### Congestion heat map, run 1

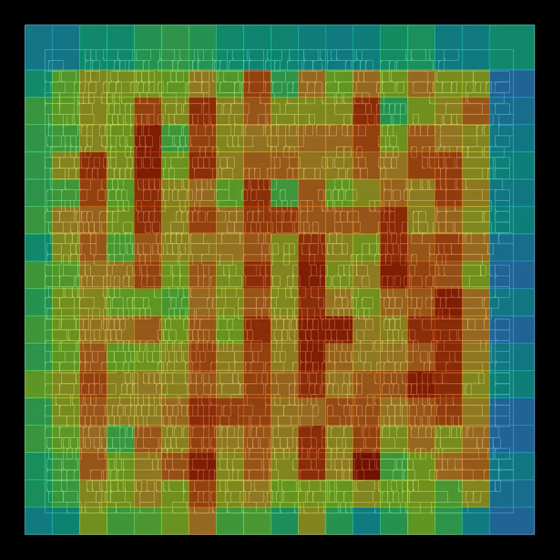
### Gate-type map, run 1

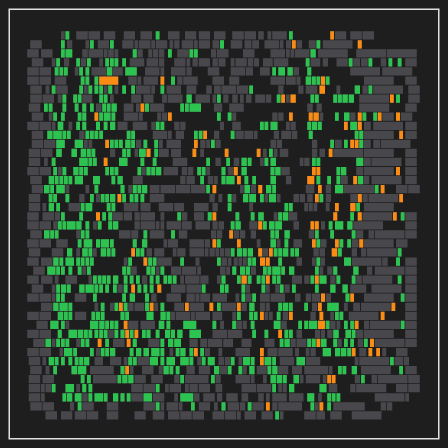
### Cells coloured by class, run 1

Bar = 50 um.
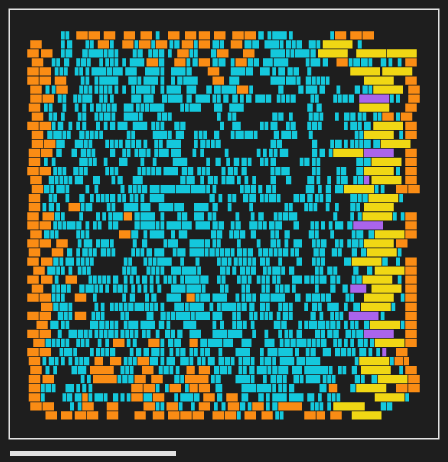
### Where the registers sit, run 1

Bar = 50 um. Other sequential cells in the stronger grey, the rest of the logic in the fainter grey.
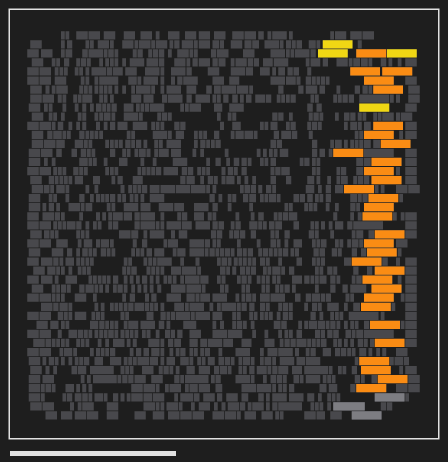
<file path="src/rtl/alu_share_arbiter.sv">
// Two-requester round-robin arbiter sharing one 32-bit ALU, with a registered
// valid/ready response. Define ALU_ARB_STRICT_PRIO_EN to make requester 0 always win.
module alu_share_arbiter #(
    parameter int DATA_W = 32,
    parameter int OP_W   = 3
) (
    input  logic              clk,
    input  logic              rst_n,
    input  logic              req0_valid,
    output logic              req0_ready,
    input  logic [DATA_W-1:0] req0_a,
    input  logic [DATA_W-1:0] req0_b,
    input  logic [OP_W-1:0]   req0_op,
    input  logic              req1_valid,
    output logic              req1_ready,
    input  logic [DATA_W-1:0] req1_a,
    input  logic [DATA_W-1:0] req1_b,
    input  logic [OP_W-1:0]   req1_op,
    output logic              rsp_valid,
    input  logic              rsp_ready,
    output logic              rsp_id,
    output logic [DATA_W-1:0] rsp_result,
    output logic [3:0]        rsp_flags
);

    typedef enum logic {EMPTY, FULL} state_t;

    state_t              r_state;
    logic                r_id;
    logic                r_last_grant;
    logic [DATA_W-1:0]   r_result;
    logic [3:0]          r_flags;

    logic                w_can_accept;
    logic                w_grant0;
    logic                w_grant1;
    logic                w_xfer;
    logic [DATA_W-1:0]   w_a;
    logic [DATA_W-1:0]   w_b;
    logic [OP_W-1:0]     w_op;
    logic [DATA_W-1:0]   w_b_inv;
    logic [DATA_W:0]     w_sum;
    logic [DATA_W-1:0]   w_diff;
    logic [DATA_W-1:0]   w_result;
    logic                w_ovf;
    logic                w_carry;
    logic [3:0]          w_flags;

    assign w_can_accept = (r_state == EMPTY) | rsp_ready;

`ifdef ALU_ARB_STRICT_PRIO_EN
    assign w_grant1 = req1_valid & ~req0_valid;
`else
    // On contention, favour the requester that was not granted last.
    assign w_grant1 = req1_valid & (~req0_valid | ~r_last_grant);
`endif
    assign w_grant0 = req0_valid & ~w_grant1;

    // Readies are forced low while reset is asserted.
    assign req0_ready = rst_n & w_can_accept & w_grant0;
    assign req1_ready = rst_n & w_can_accept & w_grant1;
    assign w_xfer     = req0_ready | req1_ready;

    assign w_a  = w_grant1 ? req1_a  : req0_a;
    assign w_b  = w_grant1 ? req1_b  : req0_b;
    assign w_op = w_grant1 ? req1_op : req0_op;

    assign w_b_inv = w_op[0] ? ~w_b : w_b;
    assign w_sum   = {1'b0, w_a} + {1'b0, w_b_inv} + {{DATA_W{1'b0}}, w_op[0]};
    assign w_diff  = w_a + ~w_b + {{(DATA_W-1){1'b0}}, 1'b1};

    always_comb begin
        w_result = w_sum[DATA_W-1:0];
        case (w_op)
            3'b010:  w_result = w_a & w_b;
            3'b011:  w_result = w_a | w_b;
            3'b101:  w_result = {{(DATA_W-1){1'b0}}, w_diff[DATA_W-1]};
            default: w_result = w_sum[DATA_W-1:0];
        endcase
    end

    assign w_ovf   = ~(w_a[DATA_W-1] ^ w_b[DATA_W-1] ^ w_op[0])
                   & (w_a[DATA_W-1] ^ w_sum[DATA_W-1]) & ~w_op[1];
    assign w_carry = ~w_op[1] & w_sum[DATA_W];
    assign w_flags = {w_ovf, w_carry, w_result[DATA_W-1], (w_result == '0)};

    always_ff @(posedge clk or negedge rst_n) begin
        if (!rst_n) begin
            r_state      <= EMPTY;
            r_id         <= 1'b0;
            r_result     <= '0;
            r_flags      <= '0;
            r_last_grant <= 1'b1;
        end else if (w_xfer) begin
            r_state      <= FULL;
            r_id         <= w_grant1;
            r_result     <= w_result;
            r_flags      <= w_flags;
            r_last_grant <= w_grant1;
        end else if (r_state == FULL && rsp_ready) begin
            r_state      <= EMPTY;
        end
    end

    assign rsp_valid  = (r_state == FULL);
    assign rsp_id     = r_id;
    assign rsp_result = r_result;
    assign rsp_flags  = r_flags;

endmodule

</file>
<file path="config.mk">
export PLATFORM = sky130hd
export DESIGN_NAME = alu_share_arbiter
export DESIGN_NICKNAME = d
export VERILOG_FILES = /design/src/rtl/alu_share_arbiter.sv
export SDC_FILE = /design/constraint.sdc
export NUM_CORES = 1
export LEC_CHECK = 0
export ABC_AREA = 1
export CORE_MARGIN = 5
export CORE_UTILIZATION = 52
export CTS_CLUSTER_SIZE = 10
export DETAILED_ROUTE_END_ITERATION = 8
export PLACE_DENSITY = 0.83
export SLEW_MARGIN = 20
export SYNTH_ARGS = -nofsm -noshare
export SYNTH_HDL_FRONTEND = slang
export SYNTH_SLANG_ARGS = --single-unit
</file>
<file path="constraint.sdc">
create_clock -name clk -period 5.2 [get_ports clk]
set_clock_uncertainty 0.15 [all_clocks]
set_input_delay 0.78 -clock clk [delete_from_list [all_inputs] [get_ports clk]]
set_output_delay 0.78 -clock clk [all_outputs]
set_load 0.05 [all_outputs]
</file>
==> summary.txt, run 1 <==
run results: Worst-Margin Slew=922 ps, number of placed instances, taps included=1615, cell chosen for the clock root=sky130_fd_sc_hd__clkbuf_16, class of the worst hold path=reg2reg, clk ins delay skew pair=280 ps, Synth Net Count=1499, max capacitance violation total=0, cells taking the most area after synthesis=sky130_fd_sc_hd__nand2_1, sky130_fd_sc_hd__dfrtp_1, sky130_fd_sc_hd__ha_1, sky130_fd_sc_hd__inv_1, sky130_fd_sc_hd__nand3_1, top cell type's share of synthesized area=23.5%, unrepaired setup endpoints after global routing=no, Resized Gates After CTS=0, vias=8756, number of antenna violations at the first check in global routing=0, number of distinct standard cells referenced by the synthesized netlist=38, worst path arrival time=4730 ps, CTS Hold Bufs=0, total number of warnings across the stage logs=49, full die area=0.0165 mm^2, vertical die size=129 um, maximum clock insertion buffer count=2, number of global-route vias before repair=7797, delay of the slowest cell on the worst path=430 ps, post-synthesis cell count=1292, instance area after placement=0.00912 mm^2, yosys synthesis chip area=0.00732 mm^2, adder and majority gate portion of the synthesized area=11.7%, multiplexer share of the synthesized area=0%, cell area after synthesis=0.00732 mm^2, CTS tree=yes, area fraction in and, or, nand and nor cells=43.5%, fin nets=1649, half-perimeter wire length after placement=20.7 mm, Starting DRT DRC Count=634, Setup TNS Final=0 ps, number of optimization iterations in the first detailed-route pass=5, total I/O pin count=179, compound-gate portion of the synthesized area=14.1%, Max Slew Vio Count=0, number of vias per cell after detailed routing=5.39, run status=finished clean, maximum net fanout on the critical path=14
Back to the opening pictures, 'Congestion heat map':
fin util: 67.0%
Global Route met2 Usage: 44.1%
global-route track usage on met3: 3.94%
global-route track usage on met1: 44.2%

Back to the opening pictures, 'Gate-type map':
colour	family	cells
orange	NOR gates	110
green	NAND gates	621
Top cell excl fill/tap: sky130_fd_sc_hd__nand2_1
fraction of standard cell area in multi-input logic: 58.2%
post-route non-filler standard cell count: 1623

Back to the opening pictures, 'Cells coloured by class':
colour	class	cells
purple	clock drivers and dummy loads	8
cyan	all other logic	1208
yellow	flip-flops	38
orange	other buffers and delay cells	189
Final Cell Area: 0.00927 mm^2
flip-flop and latch share of the layout cell area: 10.3%
area inside the core boundary: 0.0138 mm^2
row count: 43

Back to the opening pictures, 'Where the registers sit':
colour	signal	placed flops	where
orange	rsp_result	31	a column on the right
yellow	rsp_flags	4	north-east
not coloured	3

-- run 1: worst paths after layout --
path	from	depth (start not counted)	slack, ps	endpoint
max	req0_valid	24	540	rsp_flags[0]$_DFFE_PN0P_
min	r_last_grant$_DFFE_PN1P_	2	330	r_last_grant$_DFFE_PN1P_
max reg2reg	r_last_grant$_DFFE_PN1P_	23	1020	rsp_flags[0]$_DFFE_PN0P_
min reg2reg	r_last_grant$_DFFE_PN1P_	2	330	r_last_grant$_DFFE_PN1P_
max in group asynchronous	rst_n	2	4180	r_last_grant$_DFFE_PN1P_
min in group asynchronous	rst_n	2	390	rsp_result[3]$_DFFE_PN0P_
-- run 1: flip-flops by register name, indices dropped and copies added (netlist names) --
register,cells
r_last_grant,1
rsp_id,1
rsp_result,31
rsp_valid,1
rsp_flags,4
-- run 1: routing by layer --
layer	up-vias	routed length (um)	global-route usage (%)
li1	4427	-	-
met5	-	0	0
met4	0	411	6.55
met2	355	10200	44.1
met1	3948	11700	44.2
met3	26	2240	3.94
-- run 1: power by group --
group	switching, mW	internal, mW	leakage [nW]
Sequential	0.0666	0.421	0.448
Clock	0.108	0.190	0.0739
Combinational	1.67	0.865	4.40
Total	1.85	1.47	4.92
-- run 1: per-stage QoR --
| step | total power [mW] | hold slack [ps] | worst slack (ps) | utilization (%) |
|---|---|---|---|---|
| final | 3.32 | 326 | 535 | 67.0 |
| after floorplan | 2.24 | 301 | 1060 | - |
| after CTS | 3.29 | 327 | 586 | 67.0 |
| after detailed placement | 2.98 | 321 | 328 | 65.9 |
| after global routing | 3.60 | 350 | 31.1 | 67.0 |
| after global placement | 2.95 | 311 | 356 | 65.9 |
-- run 1: cell type report --
class                           count  area (um^2)
Clock buffer                        7          143
Clock inverter                      1         5.00
Fill cell                        1320         4560
Inverter                          173          649
Multi-Input combinational cell   1035         5390
Sequential cell                    38          952
Tap cell                          180          225
Timing Repair Buffer              189         1900
-- run 1: kinds of logic after synthesis --
logic type               count (synthesis)
AND-OR/OR-AND                          189
AND/OR/NAND/NOR                        741
XOR/XNOR                                37
buffers and inverters                  219
flip-flops                              38
adder cells (fa/ha/maj)                 68
-- run 1: Yosys cell counts (7+ instances only) --
cell and instances:
sky130_fd_sc_hd__o21ai_1 9, sky130_fd_sc_hd__nor2_1 100, sky130_fd_sc_hd__nand2_1 458, sky130_fd_sc_hd__or2_2 10
sky130_fd_sc_hd__buf_6 14, sky130_fd_sc_hd__a21oi_1 70, sky130_fd_sc_hd__buf_2 13, sky130_fd_sc_hd__xor2_1 21
sky130_fd_sc_hd__buf_4 8, sky130_fd_sc_hd__nand3_1 101, sky130_fd_sc_hd__dfrtp_1 37, sky130_fd_sc_hd__clkbuf_1 8
sky130_fd_sc_hd__xnor2_1 16, sky130_fd_sc_hd__o21ai_0 71, sky130_fd_sc_hd__a31oi_1 17, sky130_fd_sc_hd__nand2_2 9
sky130_fd_sc_hd__nand3b_1 33, sky130_fd_sc_hd__nand4_1 14, sky130_fd_sc_hd__inv_1 171, sky130_fd_sc_hd__nor3_1 7
sky130_fd_sc_hd__ha_1 67
==> run 1 -> run 2 <==
--- a/config.mk
+++ b/config.mk
@@ -8,7 +8,7 @@
 export ABC_AREA = 1
 export CORE_MARGIN = 5
 export CORE_UTILIZATION = 52
-export CTS_CLUSTER_SIZE = 10
+export CTS_CLUSTER_SIZE = 24
 export DETAILED_ROUTE_END_ITERATION = 8
 export PLACE_DENSITY = 0.83
 export SLEW_MARGIN = 20
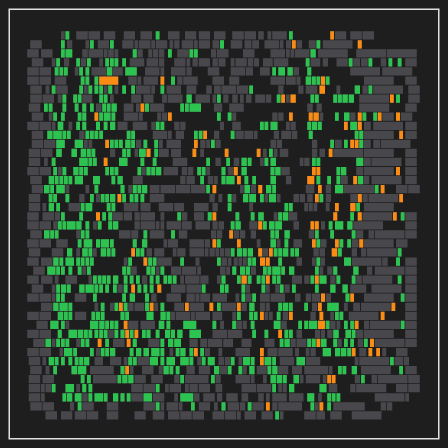
*Gate-type map, run 2*
colour	family	cells
orange	NOR gates	110
green	NAND gates	621

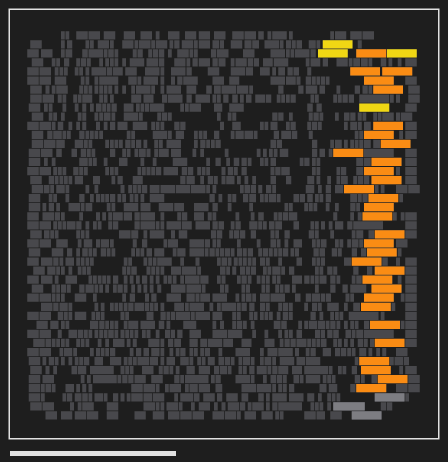
*Where the registers sit, run 2*
Bar = 50 um. Other sequential cells in the stronger grey, the rest of the logic in the fainter grey.
colour	signal	placed flops	where
yellow	rsp_flags	4	north-east
orange	rsp_result	31	a column on the right
total sequential power: 0.487 mW
combined flip-flop and latch cell area: 952 um^2

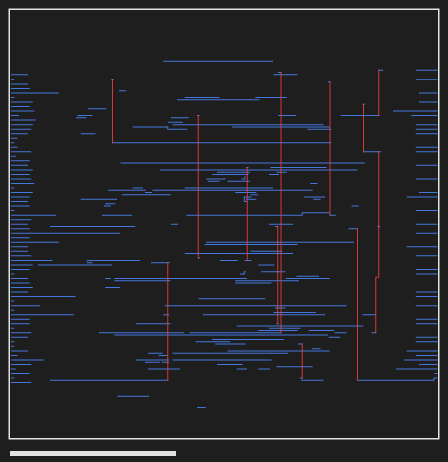
*Routed metal, one colour a layer, run 2*
Bar = 50 um. Only two layers are drawn.
colour	layer	wire length
red	met4	412 um
blue	met3	2240 um
routed wire length per instance: 15.1 um
vias: 8756
routed wire length: 24.5 mm

==> summary.txt, run 2 <==
run results: Max Slew Vio Count=0 (unchanged), number of global-route vias before repair=7797 (unchanged), area inside the core boundary=0.0138 mm^2 (unchanged), cell area after synthesis=0.00732 mm^2 (unchanged), r2r endpoint=rsp_flags[0]$_DFFE_PN0P_, max capacitance violation total=0 (unchanged), GRT Max-Usage Layer=met1, number of optimization iterations in the first detailed-route pass=5 (unchanged), full die area=0.0165 mm^2 (unchanged), yosys synthesis chip area=0.00732 mm^2 (unchanged), total stage count of the critical path=24 (unchanged), maximum net fanout on the critical path=14 (unchanged), Top cell excl fill/tap=sky130_fd_sc_hd__nand2_1, total I/O pin count=179 (unchanged), origin of the worst setup path=req0_valid, delay of the slowest cell on the worst path=430 ps (about the same), Largest register FFs=31 (unchanged), class of the worst hold path=reg2reg, worst path arrival time=4730 ps (about the same), number of distinct standard cells referenced by the synthesized netlist=38 (unchanged), fin nets=1649 (unchanged), number of antenna violations at the first check in global routing=0 (unchanged), launch point of the worst reg-to-reg path=r_last_grant$_DFFE_PN1P_, Setup TNS Final=0 ps (unchanged), CTS tree=yes, Gate Area=0.00539 mm^2 (unchanged), maximum clock insertion buffer count=2 (unchanged), Global Route met2 Usage=44.1% (unchanged), global-route track usage on met1=44.2% (unchanged), vertical die size=129 um (unchanged), Starting DRT DRC Count=634 (unchanged), number of vias per cell after detailed routing=5.39 (unchanged), Worst-Margin Slew=922 ps (unchanged), slack of the worst reg-to-reg path=1020 ps (about the same), post-synthesis cell count=1292 (unchanged), PnR worst setup slack=535 ps (unchanged), top cell type's share of synthesized area=23.5% (unchanged), Post-synth top cells=sky130_fd_sc_hd__nand2_1, sky130_fd_sc_hd__inv_1, sky130_fd_sc_hd__nand3_1, pre-CTS setup slack=328 ps (unchanged), clk ins delay skew pair=280 ps (about the same), endpoint of the worst setup timing path=rsp_flags[0]$_DFFE_PN0P_, Resized Gates After CTS=0 (unchanged), global-route track usage on met3=3.94% (unchanged), run status=finished clean, unrepaired setup endpoints after global routing=no, number of cells on the worst reg-to-reg path=23 (unchanged), Synth Net Count=1499 (unchanged)
## run 2: cell counts after synthesis
Identical to the previous run, type by type.
## run 2: report_power, final
group	switching (mW)	internal, mW	leakage [nW]
registers	0.0666	0.421	0.448
clock network	0.108	0.190	0.0739
logic	1.67	0.865	4.40
total	1.85	1.47	4.92
## run 2: worst min-delay path by stage
stage / startpoint / to / depth (start not counted)
6_report: r_last_grant$_DFFE_PN1P_ / r_last_grant$_DFFE_PN1P_ / 2
5_1_grt: r_last_grant$_DFFE_PN1P_ / r_last_grant$_DFFE_PN1P_ / 2
4_1_cts: r_last_grant$_DFFE_PN1P_ / r_last_grant$_DFFE_PN1P_ / 2
3_5_place_dp: rsp_flags[0]$_DFFE_PN0P_ / rsp_flags[0]$_DFFE_PN0P_ / 2
3_3_place_gp: rsp_id$_DFFE_PN0P_ / rsp_id$_DFFE_PN0P_ / 2
2_1_floorplan: r_last_grant$_DFFE_PN1P_ / r_last_grant$_DFFE_PN1P_ / 2
## run 2: stage by stage
| step | power (mW) | hold WS, ps | cells | instance area, um^2 |
|---|---|---|---|---|
| after global routing | 3.60 | 350 | 1623 | 9270 |
| after global placement | 2.95 | 311 | 1615 | 9120 |
| after detailed placement | 2.98 | 321 | 1615 | 9120 |
| final | 3.32 | 326 | 1623 | 9270 |
| after floorplan | 2.24 | 301 | 1292 | 7320 |
| after CTS | 3.29 | 327 | 1623 | 9270 |
## run 2: kinds of logic (layout without fill, tap and decap cells)
group / Yosys count / in the layout / share of synthesized area [%]
simple gates: 741 / 741 / 43.5
fa+ha+maj: 68 / 68 / 11.7
flops: 38 / 38 / 13.0
buf+inv: 219 / 370 / 13.3
xor+xnor: 37 / 37 / 4.43
compound gates: 189 / 189 / 14.1
## run 2: tightest hold or removal path: stages (launching register included)
cell	delay, ps
sky130_fd_sc_hd__dfstp_2	370
sky130_fd_sc_hd__nand2_1	60
sky130_fd_sc_hd__nand2_1	40
## run 2: cell type report
class / instances / area share [%]
Clock inverter: 1 / 0.0540
Clock buffer: 7 / 1.54
Multi-Input combinational cell: 1035 / 58.2
Inverter: 173 / 7.01
Tap cell: 180 / 2.43
Timing Repair Buffer: 189 / 20.5
Sequential cell: 38 / 10.3
## run 2: layer usage
metal,wire length (um),vias to the layer above
met5,0,-
met4,411,0
met3,2240,26
met2,10200,355
met1,11700,3948
li1,-,4427
==> run 2 -> run 3 <==
--- a/config.mk
+++ b/config.mk
@@ -6,11 +6,13 @@
 export NUM_CORES = 1
 export LEC_CHECK = 0
 export ABC_AREA = 1
+export CAP_MARGIN = 20
 export CORE_MARGIN = 5
-export CORE_UTILIZATION = 52
+export CORE_UTILIZATION = 65
 export CTS_CLUSTER_SIZE = 24
 export DETAILED_ROUTE_END_ITERATION = 8
-export PLACE_DENSITY = 0.83
+export DONT_BUFFER_PORTS = 1
+export PLACE_DENSITY = 0.81
 export SLEW_MARGIN = 20
 export SYNTH_ARGS = -nofsm -noshare
 export SYNTH_HDL_FRONTEND = slang
==> summary.txt, run 3 <==
run results: routed wire length per instance=16.6 um (+10%), top cell type's share of synthesized area=23.5% (unchanged), Setup TNS Final=0 ps (unchanged), CTS tree=yes, launch point of the worst reg-to-reg path=r_last_grant$_DFFE_PN1P_, total I/O pin count=179 (unchanged), PnR worst setup slack=686 ps (+150 ps), Final Cell Area=0.00747 mm^2 (-19%), Starting DRT DRC Count=739 (+17%), post-synthesis cell count=1292 (unchanged), area inside the core boundary=0.0109 mm^2 (-21%), routed wire length=23.4 mm (-4.4%), unrepaired setup endpoints after global routing=no, max capacitance violation total=0 (unchanged), clk ins delay skew pair=280 ps (about the same), yosys synthesis chip area=0.00732 mm^2 (unchanged), number of cells on the worst reg-to-reg path=23 (unchanged), instance area after placement=0.00727 mm^2 (-20%), run status=finished clean, number of global-route vias before repair=7169 (-8.1%), maximum net fanout on the critical path=32 (+18), comb area leader=simple AND/OR/NAND/NOR gates, number of antenna violations at the first check in global routing=3 (+3), multiplexer share of the synthesized area=0% (unchanged), Resized Gates After CTS=0 (unchanged), slack of the worst reg-to-reg path=690 ps (-330 ps), full die area=0.0135 mm^2 (-19%), pre-CTS setup slack=629 ps (+302 ps), area fraction in xor and xnor cells=4.43% (unchanged), Post-synth top cells=sky130_fd_sc_hd__nand2_1, sky130_fd_sc_hd__inv_1, sky130_fd_sc_hd__nand3_1, vias=8143 (-7.0%), Synth Net Count=1499 (unchanged), vertical die size=116 um (-9.7%), number of distinct standard cells referenced by the synthesized netlist=38 (unchanged), number of vias per cell after detailed routing=5.78 (+7.1%), worst path arrival time=4580 ps (-150 ps), Top cell excl fill/tap=sky130_fd_sc_hd__nand2_1, Worst-Margin Slew=954 ps (+31.9 ps), area fraction in and, or, nand and nor cells=43.5% (unchanged), r2r endpoint=rsp_flags[0]$_DFFE_PN0P_, worst slack on hold paths=38.1 ps (-288 ps), fin nets=1473 (-11%), class of the worst hold path=in2async, post-route total power=3.07 mW (-7.7%)
==> run 3: final cells by class <==
| class | instances | area [um^2] | area share (%) |
|---|---|---|---|
| multi-input cells | 1035 | 5390 | 72.2 |
| diodes | 2 | 5.00 | 0.0670 |
| well taps | 140 | 175 | 2.34 |
| flip-flops and latches | 38 | 952 | 12.7 |
| inverters | 173 | 649 | 8.69 |
| clock buffers | 6 | 139 | 1.86 |
| clock inverters | 2 | 60.1 | 0.804 |
| repair buffers | 13 | 97.6 | 1.31 |
==> run 3: logic make-up after synthesis <==
logic type,count (synthesis)
adder cells (fa/ha/maj),68
buffers and inverters,219
flip-flops,38
XOR/XNOR,37
AND/OR/NAND/NOR,741
AND-OR/OR-AND,189
==> run 3: worst max-delay path, cell delays in order, from the launching register on <==
cell and delay, ps:
sky130_fd_sc_hd__dfstp_2 540, sky130_fd_sc_hd__nand2_2 90, sky130_fd_sc_hd__nand2_4 260, sky130_fd_sc_hd__nand2_1 90, sky130_fd_sc_hd__nand2_1 550, sky130_fd_sc_hd__buf_4 270
sky130_fd_sc_hd__buf_4 150, sky130_fd_sc_hd__o21ai_2 110, sky130_fd_sc_hd__fa_1 460, sky130_fd_sc_hd__nand3_1 120, sky130_fd_sc_hd__nand2_1 110, sky130_fd_sc_hd__nand2_1 110
sky130_fd_sc_hd__nand2_1 120, sky130_fd_sc_hd__nand2_1 110, sky130_fd_sc_hd__nand2_1 80, sky130_fd_sc_hd__nand3_1 110, sky130_fd_sc_hd__nand4_1 100, sky130_fd_sc_hd__nand3_1 150
sky130_fd_sc_hd__nand2_1 70, sky130_fd_sc_hd__nor3_1 220, sky130_fd_sc_hd__nand3_1 150, sky130_fd_sc_hd__nor2_1 140, sky130_fd_sc_hd__nand4_1 100, sky130_fd_sc_hd__nand2_1 80
==> run 3: worst max path at each step <==
stage | slack [ps] | endpoint | startpoint
final | 690 | rsp_flags[0]$_DFFE_PN0P_ | r_last_grant$_DFFE_PN1P_
after global routing | 310 | rsp_flags[0]$_DFFE_PN0P_ | r_last_grant$_DFFE_PN1P_
after CTS | 750 | rsp_flags[0]$_DFFE_PN0P_ | r_last_grant$_DFFE_PN1P_
after detailed placement | 630 | rsp_flags[0]$_DFFE_PN0P_ | req0_valid
after global placement | 680 | rsp_flags[0]$_DFFE_PN0P_ | req0_valid
after floorplan | 1060 | rsp_flags[0]$_DFFE_PN0P_ | req0_valid
==> run 3: power by group <==
part	leakage (nW)	switching (mW)	internal, mW	total [mW]
clock	0.0971	0.114	0.288	0.402
combinational	3.70	1.14	0.567	1.71
sequential	0.448	0.543	0.412	0.955
total	4.24	1.80	1.27	3.07
==> run 3: metal layers <==
metal  routed length [um]  part of all wire [%]  GRT usage, %
met5                   13                 0.055             0
met4                  386                   1.6          7.81
met3                 3310                    14          7.88
met2                 9660                    41          50.4
met1                10100                    43          51.6
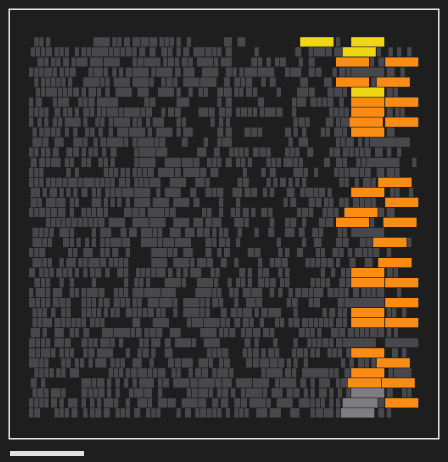
*Where the registers sit, run 3*
Bar = 20 um. Other sequential cells in the stronger grey, the rest of the logic in the fainter grey.
colour	signal	placed flops	where
yellow	rsp_flags	4	north-east
orange	rsp_result	31	a column on the right
not coloured	3
flip-flop and latch share of the layout cell area: 12.7%
total sequential power: 0.955 mW
fin util: 68.3%

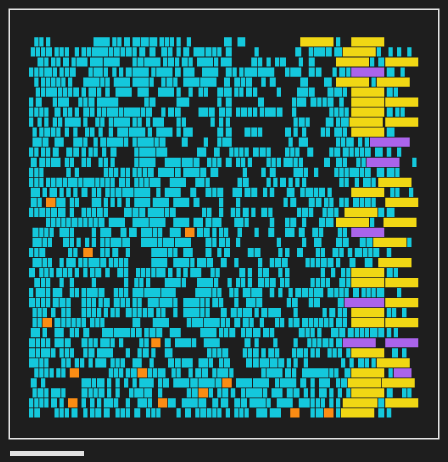
*Cells coloured by class, run 3*
Bar = 20 um.
colour	class	cells
yellow	flip-flops	38
orange	other buffers and delay cells	13
cyan	all other logic	1208
purple	clock drivers and dummy loads	8

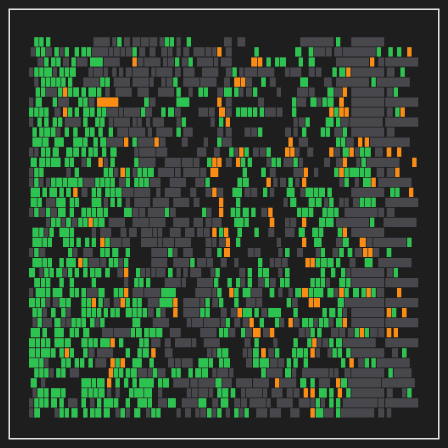
*Gate-type map, run 3*
colour	family	cells
green	NAND gates	621
orange	NOR gates	110

Power and IR drop assume default switching activity.
